==> config.mk <==
export PLATFORM = sky130hd
export DESIGN_NAME = pwm_reg_scheduler_flat
export DESIGN_NICKNAME = d
export VERILOG_FILES = /design/src/rtl/pwm_reg_scheduler_if.sv /design/src/rtl/pwm_reg_scheduler.sv /design/src/flat_wrapper.sv
export SDC_FILE = /design/constraint.sdc
export NUM_CORES = 1
export LEC_CHECK = 0
export CORE_UTILIZATION = 45
export CTS_CLUSTER_DIAMETER = 150
export DETAILED_ROUTE_END_ITERATION = 7
export GPL_ROUTABILITY_DRIVEN = 1
export GPL_TIMING_DRIVEN = 0
export PLACE_DENSITY_LB_ADDON = 0.2
export SYNTH_ARGS = -nofsm -noshare
export SYNTH_HDL_FRONTEND = slang
export SYNTH_SLANG_ARGS = --single-unit
==> constraint.sdc <==
create_clock -name clk_i -period 12.3 [get_ports clk_i]
set_input_delay 3.075 -clock clk_i [delete_from_list [all_inputs] [get_ports clk_i]]
set_output_delay 3.075 -clock clk_i [all_outputs]
set_load 0.01 [all_outputs]
==> src/rtl/pwm_reg_scheduler_if.sv <==
// ---------------------------------------------------------------------------
// pwm_reg_scheduler_if
//   Single-byte host access bus between the I2C target (master side) and the
//   PWM register scheduler (slave side).
//
//   host_req_i    master->slave  one-cycle request strobe
//   host_we_i     master->slave  1 = write, 0 = read, sampled with the strobe
//   host_addr_i   master->slave  register id, sampled with the strobe
//   host_wdata_i  master->slave  write data, sampled with the strobe
//   host_ack_o    slave->master  one-cycle completion pulse
//   host_rdata_o  slave->master  read data, valid while host_ack_o is high
//   host_err_o    slave->master  address out of range, valid with host_ack_o
//   host_ovf_o    slave->master  one-cycle pulse: a strobe was dropped
// ---------------------------------------------------------------------------
interface pwm_reg_scheduler_if;
    logic       host_req_i;
    logic       host_we_i;
    logic [7:0] host_addr_i;
    logic [7:0] host_wdata_i;
    logic       host_ack_o;
    logic [7:0] host_rdata_o;
    logic       host_err_o;
    logic       host_ovf_o;

    modport master (
        output host_req_i,
        output host_we_i,
        output host_addr_i,
        output host_wdata_i,
        input  host_ack_o,
        input  host_rdata_o,
        input  host_err_o,
        input  host_ovf_o
    );

    modport slave (
        input  host_req_i,
        input  host_we_i,
        input  host_addr_i,
        input  host_wdata_i,
        output host_ack_o,
        output host_rdata_o,
        output host_err_o,
        output host_ovf_o
    );
endinterface : pwm_reg_scheduler_if

==> src/rtl/pwm_reg_scheduler.sv <==
// ---------------------------------------------------------------------------
// pwm_reg_scheduler
//   Owns the 8-bit register bank behind the I2C target and arbitrates between
//   host single-byte accesses and the per-frame duty snapshot.  On every PWM
//   frame tick the duty registers (addresses 0..CHANNELS-1) are copied one
//   per cycle into a staging set and then published to duty_o in a single
//   cycle, so the PWM engines never see a half-updated frame.  The host is
//   only served from IDLE, never while a snapshot is in flight.
//   Address REGISTERS-1 is MODE; bit 0 (SLEEP) suppresses snapshots.
//
// Ports
//   clk_i         system clock
//   rst_i         asynchronous active-high reset
//   host_bus      host access bus (slave modport of pwm_reg_scheduler_if)
//   frame_tick_i  one-cycle pulse at each PWM period wrap
//   frame_miss_o  one-cycle pulse: a tick was dropped (one already pending)
//   duty_o        shadow duties, channel n in [8n+7:8n]
//   update_o      one-cycle pulse in the cycle duty_o changes
//   busy_o        high whenever the FSM is not in IDLE
// ---------------------------------------------------------------------------
module pwm_reg_scheduler #(
    parameter int REGISTERS = 16,
    parameter int CHANNELS  = 8
) (
    input  logic                    clk_i,
    input  logic                    rst_i,
    pwm_reg_scheduler_if.slave      host_bus,
    input  logic                    frame_tick_i,
    output logic                    frame_miss_o,
    output logic [CHANNELS*8-1:0]   duty_o,
    output logic                    update_o,
    output logic                    busy_o
);

    localparam int ADDR_W    = (REGISTERS > 1) ? $clog2(REGISTERS) : 1;
    localparam int IDX_W     = (CHANNELS > 1) ? $clog2(CHANNELS) : 1;
    localparam int MODE_ADDR = REGISTERS - 1;

    typedef enum logic [1:0] {
        IDLE = 2'd0,
        HOST = 2'd1,
        SCAN = 2'd2,
        DONE = 2'd3
    } state_t;

    state_t           state_q;
    state_t           state_n;

    logic [7:0]       regs_q    [REGISTERS];
    logic [7:0]       staging_q [CHANNELS];
    logic [IDX_W-1:0] idx_q;

    // Pending host slot
    logic             host_full_q;
    logic             host_we_q;
    logic [7:0]       host_addr_q;
    logic [7:0]       host_wdata_q;

    // Pending frame flag
    logic             frame_flag_q;

    logic             host_avail;
    logic             frame_avail;
    logic             sleep;
    logic             host_take;
    logic             frame_take;
    logic             scan_start;
    logic             scan_last;
    logic             addr_ok;

    // The IDLE decision looks at the incoming strobes as well as the slots,
    // so an uncontended request is decided in the same cycle it arrives.
    assign host_avail  = host_full_q | host_bus.host_req_i;
    assign frame_avail = frame_flag_q | frame_tick_i;
    assign sleep       = regs_q[MODE_ADDR][0];
    assign host_take   = (state_q == HOST);
    assign scan_last   = (idx_q == IDX_W'(CHANNELS - 1));
    assign addr_ok     = (int'(host_addr_q) < REGISTERS);
    assign busy_o      = (state_q != IDLE);

    // -----------------------------------------------------------------------
    // FSM state register
    // -----------------------------------------------------------------------
    always_ff @(posedge clk_i or posedge rst_i) begin
        if (rst_i) begin
            state_q <= IDLE;
        end else begin
            state_q <= state_n;
        end
    end

    // -----------------------------------------------------------------------
    // FSM next state; frame_take marks the cycle the frame request is retired
    // (either starting a scan or being discarded because SLEEP is set).
    // -----------------------------------------------------------------------
    always_comb begin
        state_n    = state_q;
        frame_take = 1'b0;
        scan_start = 1'b0;
        case (state_q)
            IDLE: begin
                if (host_avail) begin
                    state_n = HOST;
                end else if (frame_avail) begin
                    frame_take = 1'b1;
                    if (!sleep) begin
                        state_n    = SCAN;
                        scan_start = 1'b1;
                    end
                end
            end
            HOST: state_n = IDLE;
            SCAN: begin
                if (scan_last) begin
                    state_n = DONE;
                end
            end
            DONE: state_n = IDLE;
            default: state_n = IDLE;
        endcase
    end

    // -----------------------------------------------------------------------
    // Pending slots and drop indications.  The host slot is consumed in HOST,
    // and a strobe arriving in that same cycle refills it.  The frame flag is
    // retired in IDLE; if the flag was empty the incoming tick itself is the
    // one retired, otherwise the incoming tick refills the flag.
    // -----------------------------------------------------------------------
    always_ff @(posedge clk_i or posedge rst_i) begin
        if (rst_i) begin
            host_full_q         <= 1'b0;
            host_we_q           <= 1'b0;
            host_addr_q         <= 8'h00;
            host_wdata_q        <= 8'h00;
            host_bus.host_ovf_o <= 1'b0;
            frame_flag_q        <= 1'b0;
            frame_miss_o        <= 1'b0;
        end else begin
            if (host_bus.host_req_i && (!host_full_q || host_take)) begin
                host_full_q  <= 1'b1;
                host_we_q    <= host_bus.host_we_i;
                host_addr_q  <= host_bus.host_addr_i;
                host_wdata_q <= host_bus.host_wdata_i;
            end else if (host_take) begin
                host_full_q  <= 1'b0;
            end
            host_bus.host_ovf_o <= host_bus.host_req_i && host_full_q && !host_take;

            if (frame_take) begin
                frame_flag_q <= frame_flag_q && frame_tick_i;
            end else begin
                frame_flag_q <= frame_flag_q || frame_tick_i;
            end
            frame_miss_o <= frame_tick_i && frame_flag_q && !frame_take;
        end
    end

    // -----------------------------------------------------------------------
    // Register bank: written only from HOST, out-of-range writes ignored.
    // -----------------------------------------------------------------------
    always_ff @(posedge clk_i or posedge rst_i) begin
        if (rst_i) begin
            for (int r = 0; r < REGISTERS; r++) begin
                regs_q[r] <= 8'h00;
            end
        end else if (host_take && host_we_q && addr_ok) begin
            regs_q[host_addr_q[ADDR_W-1:0]] <= host_wdata_q;
        end
    end

    // -----------------------------------------------------------------------
    // Host response, registered so it appears the cycle after HOST.
    // Read data is zero for errors and writes.
    // -----------------------------------------------------------------------
    always_ff @(posedge clk_i or posedge rst_i) begin
        if (rst_i) begin
            host_bus.host_ack_o   <= 1'b0;
            host_bus.host_rdata_o <= 8'h00;
            host_bus.host_err_o   <= 1'b0;
        end else begin
            host_bus.host_ack_o   <= host_take;
            host_bus.host_rdata_o <= 8'h00;
            host_bus.host_err_o   <= 1'b0;
            if (host_take) begin
                host_bus.host_err_o <= !addr_ok;
                if (addr_ok && !host_we_q) begin
                    host_bus.host_rdata_o <= regs_q[host_addr_q[ADDR_W-1:0]];
                end
            end
        end
    end

    // -----------------------------------------------------------------------
    // Snapshot: one duty register per SCAN cycle into staging, then DONE
    // publishes every channel at once together with update_o.
    // -----------------------------------------------------------------------
    always_ff @(posedge clk_i or posedge rst_i) begin
        if (rst_i) begin
            idx_q    <= '0;
            update_o <= 1'b0;
            duty_o   <= '0;
            for (int n = 0; n < CHANNELS; n++) begin
                staging_q[n] <= 8'h00;
            end
        end else begin
            if (scan_start) begin
                idx_q <= '0;
            end else if (state_q == SCAN && !scan_last) begin
                idx_q <= idx_q + 1'b1;
            end

            if (state_q == SCAN) begin
                staging_q[idx_q] <= regs_q[ADDR_W'(idx_q)];
            end

            update_o <= (state_q == DONE);
            if (state_q == DONE) begin
                for (int n = 0; n < CHANNELS; n++) begin
                    duty_o[8*n +: 8] <= staging_q[n];
                end
            end
        end
    end

endmodule : pwm_reg_scheduler

==> src/flat_wrapper.sv <==
// flat-port wrapper written by rule: the top's interface ports become plain ports
module pwm_reg_scheduler_flat 
#(
    parameter int REGISTERS = 16,
    parameter int CHANNELS  = 8
)
  (clk_i, rst_i, frame_tick_i, frame_miss_o, duty_o, update_o, busy_o, host_bus_host_req_i, host_bus_host_we_i, host_bus_host_addr_i, host_bus_host_wdata_i, host_bus_host_ack_o, host_bus_host_rdata_o, host_bus_host_err_o, host_bus_host_ovf_o);
  pwm_reg_scheduler_if host_bus_i ();
  input  logic clk_i;
  input  logic rst_i;
  input  logic frame_tick_i;
  output logic frame_miss_o;
  output logic [CHANNELS*8-1:0] duty_o;
  output logic update_o;
  output logic busy_o;
  input wire logic [$bits(host_bus_i.host_req_i)-1:0] host_bus_host_req_i;
  input wire logic [$bits(host_bus_i.host_we_i)-1:0] host_bus_host_we_i;
  input wire logic [$bits(host_bus_i.host_addr_i)-1:0] host_bus_host_addr_i;
  input wire logic [$bits(host_bus_i.host_wdata_i)-1:0] host_bus_host_wdata_i;
  output wire logic [$bits(host_bus_i.host_ack_o)-1:0] host_bus_host_ack_o;
  output wire logic [$bits(host_bus_i.host_rdata_o)-1:0] host_bus_host_rdata_o;
  output wire logic [$bits(host_bus_i.host_err_o)-1:0] host_bus_host_err_o;
  output wire logic [$bits(host_bus_i.host_ovf_o)-1:0] host_bus_host_ovf_o;
  assign host_bus_i.host_req_i = host_bus_host_req_i;
  assign host_bus_i.host_we_i = host_bus_host_we_i;
  assign host_bus_i.host_addr_i = host_bus_host_addr_i;
  assign host_bus_i.host_wdata_i = host_bus_host_wdata_i;
  assign host_bus_host_ack_o = host_bus_i.host_ack_o;
  assign host_bus_host_rdata_o = host_bus_i.host_rdata_o;
  assign host_bus_host_err_o = host_bus_i.host_err_o;
  assign host_bus_host_ovf_o = host_bus_i.host_ovf_o;
  pwm_reg_scheduler #(.REGISTERS(REGISTERS), .CHANNELS(CHANNELS)) u_core (.clk_i(clk_i), .rst_i(rst_i), .host_bus(host_bus_i), .frame_tick_i(frame_tick_i), .frame_miss_o(frame_miss_o), .duty_o(duty_o), .update_o(update_o), .busy_o(busy_o));
endmodule
==> qor.yml, run 1 <==
powerClk_w: 0.000932
cts_buffer_depth: 3
regMostFlops: "u_core.regs_q"
most_common_cell: "dfrtp_1"
gp_congestion: 0.799
syn_inst: 770
r2r_start: "u_core.host_addr_q[0]$_DFFE_PP0P_"
drt_iter0_drc: 293
cts_hold_buf: 0
layoutNonFillerInstCount: 1269
antenna_cells: 0
hold_class: "flip-flop to flip-flop"
slew_headroom_pct: 14.5
top_usage_layer: "met2"
hold_path_end: "u_core.duty_o[63]$_DFFE_PP0P_"
numPortBuffers: 98
rsz0062_at_grt: "no"
nMultiInputCombCells: 430
use_met2_pct: 32.7
clock_latency_ns: 0.56
pg_comb_w: 0.000775
wl_met2_um: 13200
tns_ns: 0
drc: 0
comb_share_pct: 32.6
hold_viol: 0
grt_max_degree: 125
holdPathStages: 1
dp_cells: 1211
grt_pass1_wl_um: 44000
status: "completed"
combGateArea_sq_mm: 0.00485
path_cells: "or2_2, clkdlybuf4s50_1"
drive_above_1_share_pct: 43.1
maxCapViolCount: 0
m1WireLength_um: 13100
power-per-cell-area_mw_per_mm2: 201
edf_count: 0
synth_cell_types: 40
biggestRegsByFlops: "u_core.regs_q: 128 flops, u_core.duty_o: 64 flops, u_core.staging_q: 64 flops"
htree_levels: 1
p_int_w: 0.00206
period_needed_ns: 4.89
yosysWarnings: 0
path_class: "flip-flop to output port"
power.net_switching_w: 0.000921
seq_power_share_pct: 42.8
period_used_pct: 39.8
antenna_found_initial: 0
root_buffer: "clkbuf_16"
dpl_cell_area_sq_mm: 0.0138
timing.rr.end: "u_core.regs_q[32]$_DFFE_PP0P_"
finalSetupViolCount: 0
fp-row-count: 60
cp_slowest_cell: "clkdlybuf4s50_1"
power_frac_comb_pct: 26.0
ys_sh_simple_pct: 3.08
nets: 926
synthesis.nets: 793
avgSynthCellArea_sq_um: 16.1
slew_violations: 0
clkTransAtPathRegs_ns: 0.06
die_w_um: 168
chip_area_sq_mm: 0.0282
cts_tree: "done"
ys.flops: 293
wl_um: 28000
synth_area_sq_mm: 0.0124
design.seq.count: 293
synthFlopType: "dfrtp_1"
power-top-group: "registers"
yosysTopAreaCell: "dfrtp_1"
n_tap_cell: 341
r2r_cells: 6
regArea_sq_mm: 0.00733
clock_sinks: 293
ys_top_cells_by_count: "dfrtp_1 (293), mux2_2 (279), mux4_2 (46)"
met3_length_um: 998
r2r_setup_slack_ns: 9.38
cpPeakStageDelay_ns: 0.48
synth.area.mux_share_pct: 34.7
grt_use_met1_pct: 29.7
yosysTopAreaCellShare_pct: 59.3
drtAntennaViolNets: 0
cts_buffers: 31
ys_sh_aoi_pct: 1.12
skew_ns: 0.0126
p_sw_share_pct: 30.9
synth-adder-area-share_pct: 0.283
path_delay_family: "buffers and inverters"
inverters_excl_clock: 6
grt_overflow: 0
largest_reg_flops: 128
dp_slack_ns: 6.82
groute.usage.overall_pct: 20.5
path_max_fanout: 7
ys_seq_share_pct: 59.3
max_freq_mhz: 204
yosys_area_sq_mm: 0.0124
synth-async-reset-ratio_pct: 100
## run 1: cell usage in the layout (no fill, tap or decap), types with 2 or more instances in the layout
cell type,instances
dfrtp_1,293
mux2_2,279
clkdlybuf4s50_1,98
mux4_2,46
clkbuf_1,31
clkbuf_16,31
nor2_1,14
a21oi_1,11
o21ai_0,10
clkinv_2,10
nand2_1,9
mux2i_1,9
buf_2,8
buf_1,7
nand2b_1,7
clkbuf_8,7
inv_1,5
nor3_1,4
or4_1,3
nor2b_1,3
and3_1,3
nor2_2,2
mux2_1,2
nor3_2,2
nand3_1,2
a221oi_1,2
or2_2,2
or3_1,2
and2_1,2
ha_1,2
inv_6,2
bufinv_16,2
buf_16,2
run_1/sizing.png
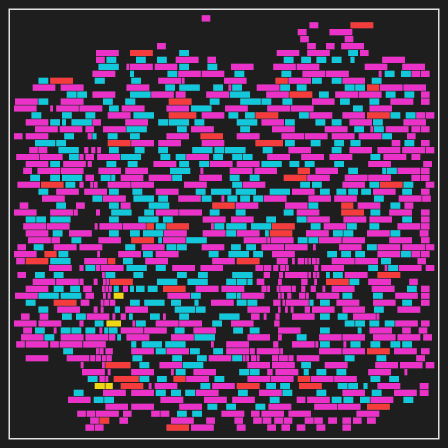
[cyan] x2 | cells: 351 | share: 38% | most used: mux2_2
[yellow] x3 and x4 | cells: 4 | share: 0.43%
[magenta] x1 and smaller | cells: 528 | share: 57% | most used: dfrtp_1
[red] x6 and larger | cells: 45 | share: 4.8% | most used: clkbuf_16
fin worst setup slack: 7.41 ns
bufs w/o clock: 141
area grow syn2layout: 20.2%
cell area after layout: 0.0149 sq mm

run_1/class_map.png
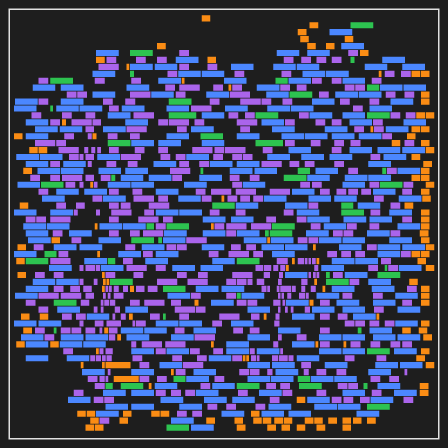
[blue] registers | cells: 293
[green] clock drivers and dummy loads | cells: 58
[purple] remaining logic cells | cells: 436
[orange] remaining buffers and delay cells | cells: 141
Core ar.: 0.0270 sq mm
fin util: 55.2%
sequential share of cell area: 49.3%

run_1/util_map.png
The die is cut into 17 by 17 equal tiles; black is low, pale yellow is high, 0 to 100% covered.
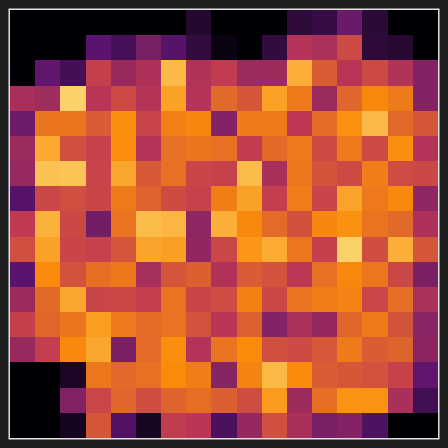
nearly empty tiles: 9.0%
fullest tile: 90%
mean over tiles: 51%
tiles over 75% full: 13%
emptiest ninth of the die: north-west
FP Core Util: 45.9%

==> run 1 -> run 2 <==
Clock period 12.3 ns to 4.2 ns, I/O delays scaled along.
==> run 2 against run 1 <==
Compared with the run above: utilization grew 0.070 points; sequential share of layout area shrank 0.062 points; clock skew grew 0.0017 ns; routed wire length grew 0.10%; worst setup slack lost 6.2 ns; design area grew 0.13%; area after synthesis is the same; register-to-register slack lost 8.1 ns; synthesized cell count is the same; clock power grew to 2.8 times the previous value; global-route usage grew 0.33 points; largest cell class unchanged.
==> qor.yml, run 2 <==
status: "completed"
synth_cell_types: 40
nMultiInputCombCells: 430
n_all_buffers: 146
drive_above_1_share_pct: 42.8
cpPeakStageDelay_ns: 0.87
ys_top_cells_by_count: "dfrtp_1 (293), mux2_2 (279), mux4_2 (46)"
power-top-group: "registers"
fp-row-count: 60
syn_inst: 770
grt_overflow: 0
chip_area_sq_mm: 0.0282
synth_area_sq_mm: 0.0124
fin_ws_ns: 1.24
seq_power_share_pct: 43.4
max_freq_mhz: 337
power_frac_comb_pct: 26.5
slew_violations: 0
synthesis.nets: 793
hold_class: "flip-flop to flip-flop"
final_area_sq_mm: 0.0149
synth-async-reset-ratio_pct: 100
hold_viol: 0
most_common_cell: "dfrtp_1"
clock_latency_ns: 0.56
slew_headroom_pct: 15.0
yosysTopAreaCellShare_pct: 59.3
antenna_found_initial: 0
synthFlopType: "dfrtp_1"
powerClk_w: 0.00259
top_usage_layer: "met2"
edf_count: 0
drtAntennaViolNets: 0
n_tap_cell: 341
ys.flops: 293
largest_reg_flops: 128
p_int_w: 0.00594
numPortBuffers: 98
grt_use_met1_pct: 29.7
drt_iter0_drc: 425
dpl_cell_area_sq_mm: 0.0139
biggestRegsByFlops: "u_core.regs_q: 128 flops, u_core.duty_o: 64 flops, u_core.staging_q: 64 flops"
layout_top_cell: "dfrtp_1"
holdPathStages: 1
area_growth_pct: 20.3
path_max_fanout: 10
avgSynthCellArea_sq_um: 16.1
finalSetupViolCount: 0
synth.area.mux_share_pct: 34.7
power-per-cell-area_mw_per_mm2: 578
hold_path_end: "u_core.duty_o[6]$_DFFE_PP0P_"
dp_slack_ns: 0.717
yosysWarnings: 0
period_needed_ns: 2.96
fp_util_pct: 45.9
use_met2_pct: 33.6
core-area_sq_mm: 0.0270
clkTransAtPathRegs_ns: 0.06
htree_levels: 1
maxCapViolCount: 0
power.net_switching_w: 0.00265
path_class: "flip-flop to flip-flop"
regArea_sq_mm: 0.00733
yosys_area_sq_mm: 0.0124
regMostFlops: "u_core.regs_q"
ys_sh_simple_pct: 3.08
combGateArea_sq_mm: 0.00486
synth-adder-area-share_pct: 0.283
## run 2: cell counts after synthesis
No cell type changed its count.
## run 2: stage by stage
stage / std cells / hold WS [ns] / setup TNS (ns)
6_report: 1271 / 0.498 / 0
5_1_grt: 1271 / 0.516 / 0
4_1_cts: 1271 / 0.503 / 0
3_5_place_dp: 1216 / 0.491 / 0
3_3_place_gp: 1209 / 0.483 / -849.48
2_1_floorplan: 770 / 0.469 / -216.57
## run 2: kinds of logic (layout without fill, tap and decap cells)
logic type                 Yosys count  after routing
AOI/OAI and AO/OA                   25             25
xor gates and xnor gates             1              1
adders and majority gates            3              3
buffers and inverters               47            207
DFF                                293            293
muxes                              336            336
and+or+nand+nor                     65             65
## run 2: per-layer routing
metal	share of wire, %	wire length [um]
met1	46	13000
met2	48	13400
met3	3.7	1040
met4	2.2	617
met5	0	0
run_2/ff_map.png
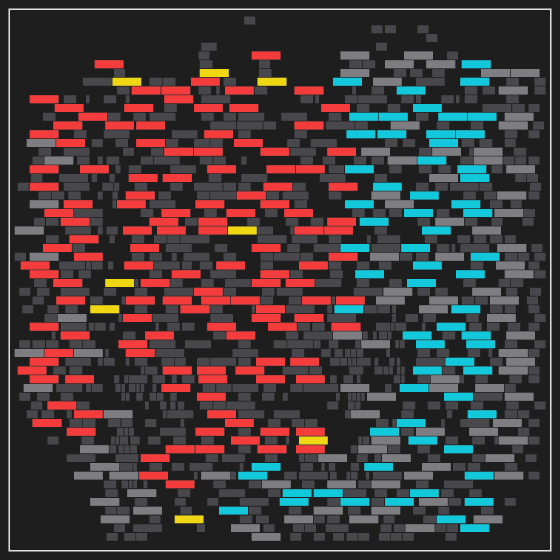
[red] `u_core.regs_q` | placed flops: 128
[yellow] `u_core.host_wdata_q` | placed flops: 8
[cyan] `u_core.staging_q` | placed flops: 64 | where: a column on the right
not colored: 93
Sequential Power: 0.00373 W
fin util: 55.2%

Power figures rest on the tool's default switching activity, not on a simulated workload.
